**src/rtl/pipe_to_stream_pkg.sv**
```systemverilog
// pipe_to_stream_pkg: shared width helpers and build options for pipe_to_stream.
// Build option: PIPE_TO_STREAM_ERROR_STICKY_EN makes error_full sticky until reset.
`default_nettype none

package pipe_to_stream_pkg;

  // Level counter must be able to hold the value DEPTH itself.
  function automatic int lvl_w(input int depth);
    return $clog2(depth + 1);
  endfunction

  function automatic int ptr_w(input int depth);
    return (depth <= 2) ? 1 : $clog2(depth);
  endfunction

  function automatic int lane_lo(input int lane, input int width);
    return lane * width;
  endfunction

`ifdef PIPE_TO_STREAM_ERROR_STICKY_EN
  localparam bit ERROR_STICKY = 1'b1;
`else
  localparam bit ERROR_STICKY = 1'b0;
`endif

endpackage

`default_nettype wire

```
**src/rtl/pipe_to_stream_lane.sv**
```systemverilog
// pipe_to_stream_lane: one circular lane FIFO with level counter, accept flag
// and next-state free count.
`default_nettype none

module pipe_to_stream_lane
  import pipe_to_stream_pkg::*;
#(
  parameter int WIDTH = 32,
  parameter int DEPTH = 8,
  localparam int LW   = lvl_w(DEPTH)
) (
  input  logic             clk,
  input  logic             s_rst_n,
  input  logic [WIDTH-1:0] wr_data,
  input  logic             wr_en,
  input  logic             rd_rdy,
  output logic [WIDTH-1:0] rd_data,
  output logic             rd_vld,
  output logic             can_accept,
  output logic [LW-1:0]    free_nxt
);

  localparam int PW = ptr_w(DEPTH);

  logic [WIDTH-1:0] mem [DEPTH];
  logic [PW-1:0]    wr_ptr;
  logic [PW-1:0]    rd_ptr;
  logic [LW-1:0]    level;
  logic [LW-1:0]    level_nxt;
  logic             pop;

  // Explicit wrap keeps non-power-of-two depths inside the array.
  function automatic logic [PW-1:0] ptr_inc(input logic [PW-1:0] p);
    return (p == PW'(DEPTH - 1)) ? '0 : p + PW'(1);
  endfunction

  assign rd_vld     = (level != '0);
  assign pop        = rd_vld & rd_rdy;
  assign can_accept = (level < LW'(DEPTH)) | pop;
  assign rd_data    = mem[rd_ptr];

  always_comb begin
    level_nxt = level;
    if (wr_en && !pop) begin
      level_nxt = level + LW'(1);
    end else if (!wr_en && pop) begin
      level_nxt = level - LW'(1);
    end
  end

  assign free_nxt = LW'(DEPTH) - level_nxt;

  always_ff @(posedge clk) begin
    if (!s_rst_n) begin
      wr_ptr <= '0;
      rd_ptr <= '0;
      level  <= '0;
    end else begin
      if (wr_en) begin
        wr_ptr <= ptr_inc(wr_ptr);
      end
      if (pop) begin
        rd_ptr <= ptr_inc(rd_ptr);
      end
      level <= level_nxt;
    end
  end

  always_ff @(posedge clk) begin
    if (wr_en && s_rst_n) begin
      mem[wr_ptr] <= wr_data;
    end
  end

endmodule

`default_nettype wire

```
**src/rtl/pipe_to_stream.sv**
```systemverilog
// pipe_to_stream: fans a valid-only pipe word out to OUT_NB buffered valid/ready lanes.
// Build option: PIPE_TO_STREAM_ERROR_STICKY_EN holds error_full high until reset.
`default_nettype none

module pipe_to_stream
  import pipe_to_stream_pkg::*;
#(
  parameter int WIDTH    = 32,
  parameter int OUT_NB   = 4,
  parameter int DEPTH    = 8,
  parameter int AFULL_TH = 2
) (
  input  logic                          clk,
  input  logic                          s_rst_n,
  input  logic [OUT_NB*WIDTH-1:0]       in_data,
  input  logic                          in_avail,
  output logic [OUT_NB-1:0][WIDTH-1:0]  out_data,
  output logic [OUT_NB-1:0]             out_vld,
  input  logic [OUT_NB-1:0]             out_rdy,
  output logic                          almost_full,
  output logic                          error_full
);

  localparam int LW = lvl_w(DEPTH);

  logic [OUT_NB-1:0] accept;
  logic [LW-1:0]     free_nxt [OUT_NB];
  logic              all_accept;
  logic              wr_en;
  logic              drop;
  logic              afull_nxt;

  // Words are written to all lanes or none, so lanes never lose alignment.
  assign all_accept = &accept;
  assign wr_en      = in_avail & all_accept & s_rst_n;
  assign drop       = in_avail & ~all_accept;

  for (genvar i = 0; i < OUT_NB; i++) begin : g_lane
    pipe_to_stream_lane #(
      .WIDTH (WIDTH),
      .DEPTH (DEPTH)
    ) u_lane (
      .clk        (clk),
      .s_rst_n    (s_rst_n),
      .wr_data    (in_data[lane_lo(i, WIDTH) +: WIDTH]),
      .wr_en      (wr_en),
      .rd_rdy     (out_rdy[i]),
      .rd_data    (out_data[i]),
      .rd_vld     (out_vld[i]),
      .can_accept (accept[i]),
      .free_nxt   (free_nxt[i])
    );
  end

  always_comb begin
    afull_nxt = 1'b0;
    for (int i = 0; i < OUT_NB; i++) begin
      if (free_nxt[i] <= LW'(AFULL_TH)) begin
        afull_nxt = 1'b1;
      end
    end
  end

  always_ff @(posedge clk) begin
    if (!s_rst_n) begin
      almost_full <= 1'b0;
      error_full  <= 1'b0;
    end else begin
      almost_full <= afull_nxt;
      error_full  <= ERROR_STICKY ? (error_full | drop) : drop;
    end
  end

endmodule

`default_nettype wire

```
**config.mk**
```make
export PLATFORM = sky130hd
export DESIGN_NAME = pipe_to_stream
export DESIGN_NICKNAME = d
export VERILOG_FILES = /design/src/rtl/pipe_to_stream_pkg.sv /design/src/rtl/pipe_to_stream_lane.sv /design/src/rtl/pipe_to_stream.sv
export SDC_FILE = /design/constraint.sdc
export NUM_CORES = 1
export LEC_CHECK = 0
export CORE_MARGIN = 3
export CORE_UTILIZATION = 25
export DETAILED_ROUTE_END_ITERATION = 6
export PLACE_DENSITY_LB_ADDON = 0.08
export SLEW_MARGIN = 20
export SYNTH_ARGS = -nofsm -noshare
export SYNTH_HDL_FRONTEND = slang
export SYNTH_SLANG_ARGS = --single-unit
```
**constraint.sdc**
```tcl
create_clock -name clk -period 11.1 [get_ports clk]
set_input_delay 2.22 -clock clk [delete_from_list [all_inputs] [get_ports clk]]
set_output_delay 2.22 -clock clk [all_outputs]
set_load 0.1 [all_outputs]
```
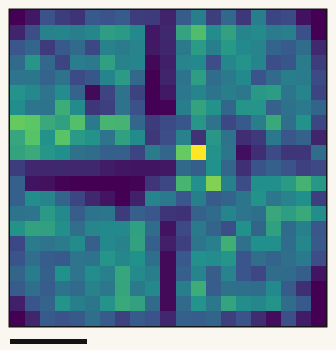
run_1/route_heat.png
Scale bar: 100 um. 21 x 21 tiles, from dark purple (low) to yellow (high), scaled to the fullest tile. Values are wire area over tile area, all layers added.
17% of the tiles are over half the peak. The mean over all tiles is 0.093. 4.1% of the tiles are nearly empty.

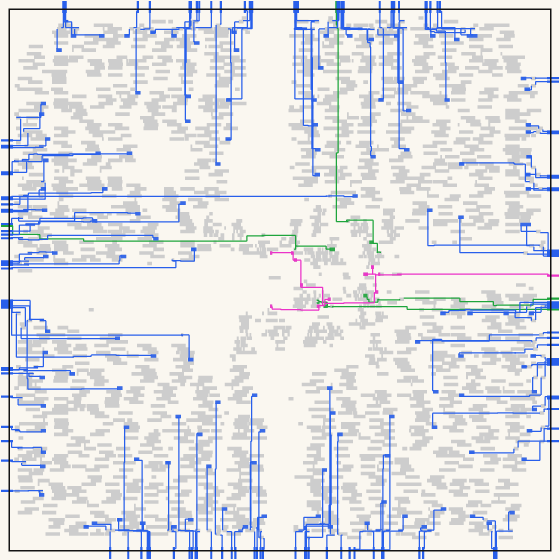
run_1/port_trees.png
Key: out_vld = green [bits 4, direction output, edge 2 right, 1 left, 1 top, end cells 4, buffers 4, wire 843 um]; out_data = blue [bits 128, direction output, edge 35 bottom, 34 top, 31 left, 28 right, end cells 128, buffers 128, wire 8,430 um]; s_rst_n = magenta [bits 1, direction input, edge right, end cells 12, buffers 1, wire 348 um]

==> results_slide.txt, run 1 <==
Physical Implementation Snapshot

Final layout
  – Largest cell class: flip-flops and latches
  – Most numerous logic cells after layout: 1,024 x edfxtp_1, 262 x clkdlybuf4s50_1, 256 x mux4_2
  – Diode count: 5
  – Non-clk buf share: 0.05874
  – FF+latch count: 1,078
  – #MultiIn Comb: 676
  – Sequential cell area: 31,860 um^2
  – CLK BUF: 163
  – Nets: 2,376
  – Area grow syn2layout: 23.30%
  – Fill count: 15.71k
  – Most frequent logic cell in the layout: edfxtp_1
  – Non-clock inverter count in the final layout: 15
  – Share of layout cells above drive strength 1: 0.2834
  – Clock Network Area Fraction: 0.08025

Setup path
  – Peak fanout along the critical path: 34
  – Critical path's slowest cell: clkdlybuf4s50_1
  – Worst R2R Start: g_lane[3].u_lane.level[0]
  – Arrival time worst endpoint: 4230 ps
  – FF-to-FF setup slack: 7650 ps
  – Levels on crit path: 4
  – Critical Path RT: 8880 ps
  – Register-to-Register Path Depth: 12
  – WP buf/inv: 2
  – CP Cell Sequence: buf_4 -> mux4_2 -> mux2_2 -> clkdlybuf4s50_1
  – Crit-path max cell delay: 990 ps
  – Reg-to-Reg End: almost_full
  – CP Capture Point: out_data[42]
  – CP delay by family, top: buffers and inverters

Power
  – Static Leak: 15.57 nW
  – Clk. pwr: 0.00408 W
  – Peak VDD IR: 0.1544 mV
  – Clock share of power: 0.325
  – Reported net switching power: 0.004280 W
  – Seq power: 0.00478 W
  – Logic pwr share: 0.294
  – Sw frac: 0.3412
  – Largest power group: sequential cells
  – Pwr dens: 245.9 nW/um^2
  – Combinational power: 0.00369 W

Synthesis
  – Syn_nets: 2,025
  – Mux frac, synth: 0.1747
  – Top logic family: multiplexers
  – Unique cell types: 62
  – Top post-synthesis cells by area: edfxtp_1 74%, mux4_2 14%, mux2_2 3.5%, dfxtp_1 2.6%, ha_1 0.85%
  – Flip-flops with a built-in enable: 1,024
  – Commonest flop: edfxtp_1
  – Ys flops: 1,078
  – Post-synthesis instance total: 1,862
  – Synthesized area per cell: 22.22 um^2
  – # Cells Yosys: 1,862
  – Synth cell count leaders: 1,024 x edfxtp_1, 256 x mux4_2, 128 x mux2_2
  – Post-Synth AOI/OAI Area: 0.01155
  – Adders+Majority by Area: 0.008467
  – Yosys warning count: 0
  – Post-Syn Area: 41,380 um^2
  – Most frequent cell after synthesis: edfxtp_1
  – Area leader share: 0.7432
  – Ys async rst share: 0
  – Post-synthesis xor/xnor area fraction: 0.001270
  – Post-synthesis sequential area ratio: 0.7693

Clock network
  – Clk latency late pin: 720 ps
  – CTS tree: built
  – Root Buffer: clkbuf_16
  – Clock net sink count: 1,078
  – Clk pin slew, worst setup/hold paths: 60 ps
  – Setup Buffers After CTS: 0
  – CTS buffer count: 130
  – Cts hold-fix bufs: 0
  – Max clock buf depth: 3
  – H-tree levels: 4

Final timing
  – RSZ-0062 raised after global routing: no
  – Post-route minimum period: 6447 ps
  – Setup WS post-layout: 4653 ps
  – Worst Hold Slack: 479.2 ps
  – Setup TNS: 0 ps
  – Slew HR: 0.2279
  – Final hold vios: 0
  – Final setup violation count: 0
  – Slew Limit Fails: 0

Routing
  – Via density: 4.322
  – Via count: 19.43k
  – Met2 WL: 49,110 um
  – M1 wire length: 44,190 um
  – Met3 routed WL: 5361 um
  – Final antenna-violating net count: 0

Min path
  – Hold depth: 2
  – Min-delay worst type: reg -> reg
  – HP Start: g_lane[3].u_lane.rd_ptr[2]

Floorplan
  – Die Size: 170,400 um^2
  – Die X-Extent: 412.8 um
  – TAP cells: 2,175
  – DIE HEIGHT: 412.8 um
  – FP Util: 0.2530
  – Ports: 269
  – Core area: 163,500 um^2

Placed design
  – Pre-CTS worst setup slack: 4963 ps
  – Post-DP HPWL: 54,390 um
  – Dpl cells: 4,256
  – # port buffers: 268

Global route
  – First-pass GRT wire length: 148,500 um
  – Largest net degree at the start of global routing: 65
  – Number of global-route vias before repair: 21.61k
  – GRT Residual Overflow: 0
  – GR Util met1: 0.1530
  – Busiest grt layer: met2

Outcome
  – Outcome: finished clean

Job
  – OpenROAD warning count: 33
  – Max_cap viols: 0
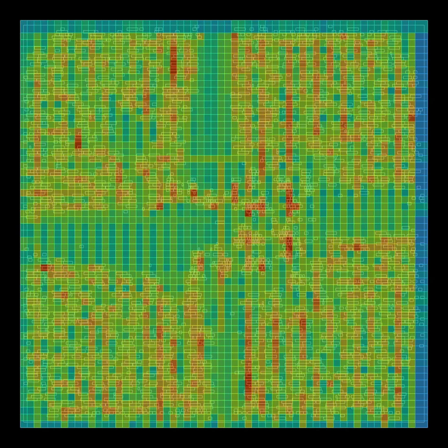
run_1/congestion_map.png
WL/cell: 22.43 um
M3 GR Usage: 0.03408
gr usage total: 0.1192
met2 usage: 0.1974
Final Util: 0.3120

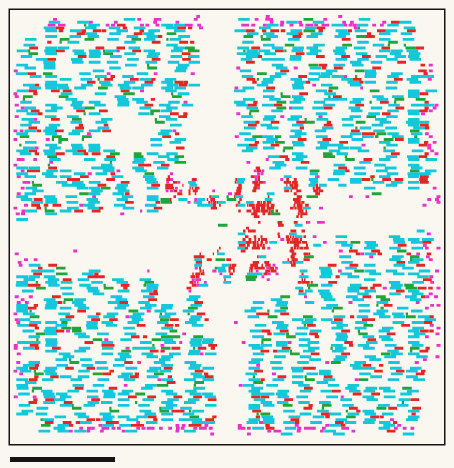
run_1/class_map.png
Scale bar: 100 um.
Key: remaining buffers and delay cells = magenta [cells 312, share of their area 6.2%]; clock drivers and dummy loads = green [cells 234, share of their area 8.5%]; sequential cells = cyan [cells 1,078, share of their area 66%]; remaining logic cells = red [cells 691, share of their area 19%]

-- run 1: through the flow --
| stage | total power (W) | area (um^2) | util |
|---|---|---|---|
| 6_report | 0.01255 | 51020 | 0.3120 |
| 5_1_grt | 0.01314 | 51000 | 0.3119 |
| 2_1_floorplan | 0.007679 | 41380 | - |
| 4_1_cts | 0.01282 | 51000 | 0.3119 |
| 3_5_place_dp | 0.008637 | 46910 | 0.2869 |
| 3_3_place_gp | 0.008623 | 46910 | 0.2869 |
-- run 1: registers in the layout, summed over array words and instances, names as in the netlist, named ones only --
name                  flops
g_lane.u_lane.wr_ptr     12
g_lane.u_lane.mem      1024
g_lane.u_lane.level      16
error_full                1
g_lane.u_lane.rd_ptr     12
almost_full               1
==> run 2: changes to the inputs <==
Clock period 11.1 ns to 6.5 ns, I/O delays scaled along.
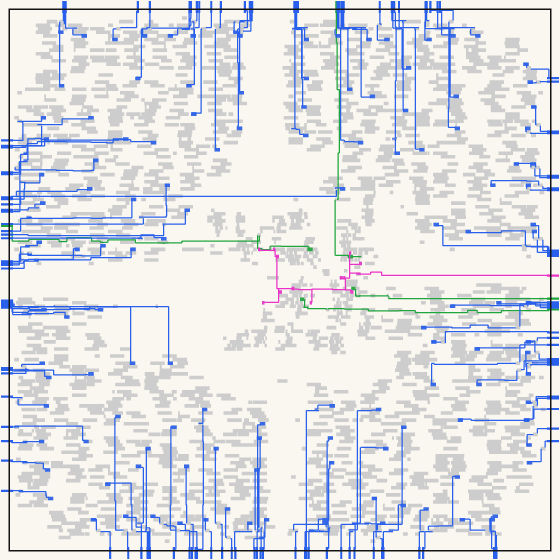
run_2/port_trees.png
Key: out_data = blue [bits 128, direction output, edge 35 bottom, 34 top, 31 left, 28 right, end cells 128, buffers 128, wire 8,360 um]; s_rst_n = magenta [bits 1, direction input, edge right, end cells 12, buffers 1, wire 341 um]; out_vld = green [bits 4, direction output, edge 2 right, 1 left, 1 top, end cells 4, buffers 4, wire 852 um]

==> results_slide.txt, run 2 <==
Physical Implementation Snapshot

Routing
  – WL/cell: 22.98 um
  – Via count: 19.49k
  – Via density: 4.335

Outcome
  – Outcome: finished clean

Final layout
  – Final Instance Area: 50,860 um^2
  – Area grow syn2layout: 22.92%
  – Nets: 2,378
  – Post-Layout Cell Count: 4,495
  – Most numerous logic cells after layout: 1,024 x edfxtp_1, 261 x clkdlybuf4s50_1, 256 x mux4_2
  – Share of layout cells above drive strength 1: 0.2924
  – Final Util: 0.3110
  – Most frequent logic cell in the layout: edfxtp_1
  – Max reg flops: 1,024
  – Biggest register: g_lane.u_lane.mem

Setup path
  – Worst R2R Start: g_lane[3].u_lane.level[0]
  – Arrival time worst endpoint: 3970 ps
  – Critical Path RT: 5200 ps
  – CP Capture Point: out_data[98]
  – Reg-to-Reg End: almost_full
  – FF-to-FF setup slack: 3290 ps
  – Peak fanout along the critical path: 39
  – Register-to-Register Path Depth: 12

Floorplan
  – Die Size: 170,400 um^2
  – Ports: 269
  – Die X-Extent: 412.8 um
  – FP Util: 0.2530
  – Core area: 163,500 um^2
  – DIE HEIGHT: 412.8 um

Final timing
  – Final hold vios: 0
  – Slew HR: 0.2273
  – Setup TNS: 0 ps
  – RSZ-0062 raised after global routing: no
  – Setup WS post-layout: 1228 ps
  – Post-layout period usage: 0.8111
  – Worst Hold Slack: 468.2 ps
  – Clock Skews: 33.97 ps
  – Slew Limit Fails: 0
  – Final setup violation count: 0
  – Post-route minimum period: 5272 ps

Clock network
  – CTS tree: built
  – Setup Buffers After CTS: 0
  – Root Buffer: clkbuf_16
  – Max clock buf depth: 3
  – Clk pin slew, worst setup/hold paths: 70 ps
  – Clk latency late pin: 720 ps
  – CTS buffer count: 121
  – Clock net sink count: 1,078
  – Cts hold-fix bufs: 0

Synthesis
  – Ys async rst share: 0
  – Post-synthesis sequential area ratio: 0.7693
  – Mux frac, synth: 0.1747
  – Ys flops: 1,078
  – Most frequent cell after synthesis: edfxtp_1
  – Post-synthesis instance total: 1,862
  – Post-synthesis xor/xnor area fraction: 0.001270
  – Commonest flop: edfxtp_1
  – Unique cell types: 62
  – Synth cell count leaders: 1,024 x edfxtp_1, 256 x mux4_2, 128 x mux2_2
  – Synthesized area per cell: 22.22 um^2
  – Yosys warning count: 0
  – Post-Syn Area: 41,380 um^2
  – Adders+Majority by Area: 0.008467
  – Post-Synth AOI/OAI Area: 0.01155
  – Area leader share: 0.7432
  – # Cells Yosys: 1,862
  – Syn_nets: 2,025
  – Top logic family: multiplexers
  – Flip-flops with a built-in enable: 1,024

Min path
  – Hold depth: 2
  – HP Start: g_lane[3].u_lane.rd_ptr[2]

Placed design
  – Pre-CTS worst setup slack: 1736 ps
  – # port buffers: 268
  – Placed Area: 47,020 um^2
  – Post-DP HPWL: 57,190 um
  – Dpl cells: 4,267

Power
  – Logic pwr share: 0.296
  – Total Power: 0.02106 W
  – Static Leak: 15.52 nW
  – Pwr dens: 414.1 nW/um^2
  – Combinational power: 0.00623 W
  – Clk. pwr: 0.00659 W
  – Seq power: 0.00825 W
  – Reported net switching power: 0.007281 W
  – Clock share of power: 0.313
  – Largest power group: sequential cells
  – Sw frac: 0.3457

Job
  – OpenROAD warning count: 33
  – Max_cap viols: 0

Global route
  – Gr usage total: 0.1207
  – Largest net degree at the start of global routing: 40
  – GRT Residual Overflow: 0
  – First-pass GRT wire length: 150,100 um
[run 2: cell counts after synthesis]
No cell type changed its count.
[run 2: layout make-up]
cell class	count	area, um^2
fill	15645	112700
tap	2175	2721
antenna	5	12.51
timing repair buffer	323	3095
clock buffer	144	3154
clock inverter	79	685.7
multi-input combinational	676	9276
sequential	1078	31860
inverter	15	56.30
[run 2: metal layers]
| layer | up-vias | routed length [um] | track usage |
|---|---|---|---|
| met2 | 371 | 50950 | 0.2027 |
| met3 | 143 | 5659 | 0.02967 |
| met4 | 8 | 1979 | 0.03314 |
| met1 | 10429 | 44660 | 0.1552 |
| met5 | - | 48 | 0 |
| li1 | 8535 | - | - |
[run 2: critical path: stages (launching register included)]
cell and delay [ps]:
dfxtp_4 930, buf_4 430, mux4_2 550, mux2_2 300
clkdlybuf4s50_1 990
run_2/class_map.png
Scale bar: 100 um.
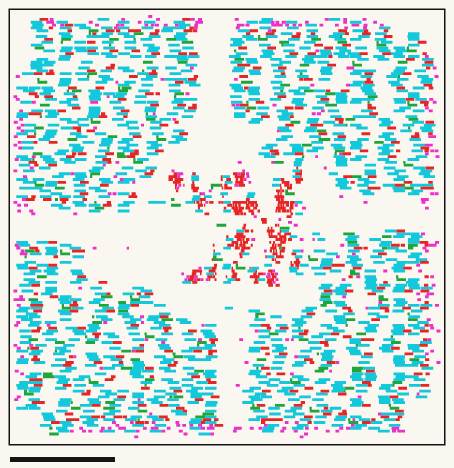

==> run 3: changes to the inputs <==
Clock period 6.5 ns to 4.32 ns, I/O delays scaled along.
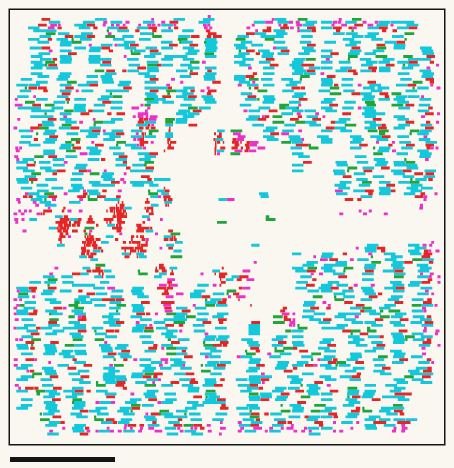
run_3/class_map.png
Scale bar: 100 um.
flop share of the area: 0.6181
Final Instance Area: 51,540 um^2
Rows: 148

==> results_slide.txt, run 3 <==
Physical Implementation Snapshot

Final layout
  – Non-clock inverter count in the final layout: 15
  – Area grow syn2layout: 24.57%
  – Top flop regs: g_lane.u_lane.mem (1024), g_lane.u_lane.level (16)
  – Fraction of area in multi-input gates: 0.1813
  – Sequential cell area: 31,860 um^2
  – Biggest register: g_lane.u_lane.mem
  – CLK BUF: 154
  – Clock Network Area Fraction: 0.08123
  – Comb area: 9344 um^2
  – Non-clk buf share: 0.06525
  – Most numerous logic cells after layout: 1,024 x edfxtp_1, 256 x mux4_2, 184 x buf_4

Synthesis
  – # Cells Yosys: 1,862
  – Synth cell count leaders: 1,024 x edfxtp_1, 256 x mux4_2, 128 x mux2_2
  – Most frequent cell after synthesis: edfxtp_1
  – Ys async rst share: 0
  – Post-synthesis sequential area ratio: 0.7693
  – Flip-flops with a built-in enable: 1,024
  – Ys flops: 1,078
  – Post-Syn Area: 41,380 um^2
  – Yosys warning count: 0
  – Area leader share: 0.7432

Routing
  – Via count: 19.66k
  – WL/cell: 22.74 um
  – Via density: 4.334
  – Final antenna-violating net count: 0

Power
  – Total Power: 0.03227 W
  – Static Leak: 16.01 nW
  – Logic pwr share: 0.296
  – Seq power: 0.0122 W
  – Peak VDD IR: 0.4194 mV
  – Reported net switching power: 0.01114 W
  – Clock share of power: 0.326
  – Combinational power: 0.00956 W
  – Clk. pwr: 0.0105 W

Clock network
  – Max clock buf depth: 3
  – Setup Buffers After CTS: 0
  – Cts hold-fix bufs: 0

Global route
  – Largest net degree at the start of global routing: 65
  – GRT Residual Overflow: 0

Setup path
  – Critical path's slowest cell: dfxtp_4
  – WP buf/inv: 2
  – Arrival time worst endpoint: 2980 ps
  – CP delay by family, top: multiplexers

Outcome
  – Outcome: finished clean

Final timing
  – Slew HR: 0.3165
  – Final setup violation count: 0
  – Setup TNS: 0 ps
  – Final hold vios: 0
  – Post-route minimum period: 3846 ps
  – Slew Limit Fails: 0
  – Worst Hold Slack: 479.2 ps

Floorplan
  – DIE HEIGHT: 412.8 um
  – Core area: 163,500 um^2
  – Die Size: 170,400 um^2
  – Ports: 269

Min path
  – Min-delay worst type: reg -> reg

Job
  – Max_cap viols: 0

Placed design
  – Pre-CTS worst setup slack: 455.7 ps
  – Placed Area: 47,340 um^2
  – Dpl cells: 4,295
==> run 3: cell counts after synthesis <==
Identical to the previous run, type by type.
==> run 3: path summary, 6_finish.rpt <==
path                  end  slack [ps]  cells after the start
max          out_data[14]         470                      4
min              register         480                      2
max reg2reg   almost_full        1190                     12
min reg2reg      register         480                      2
==> run 3: logic make-up after synthesis <==
group | after synthesis | synth area share
xor+xnor | 6 | 0.001270
fa+ha+maj | 28 | 0.008467
flops | 1078 | 0.7693
buf+inv | 108 | 0.01116
simple gates | 186 | 0.02359
mux | 386 | 0.1747
compound gates | 70 | 0.01155
==> run 3: metal layers <==
layer	part of all wire	vias up	global-route usage
met5	0.00059	-	0
met4	0.022	8	0.03344
met3	0.052	168	0.03355
met2	0.50	387	0.2059
met1	0.43	10463	0.1530
li1	-	8638	-
Power and IR drop assume default switching activity.
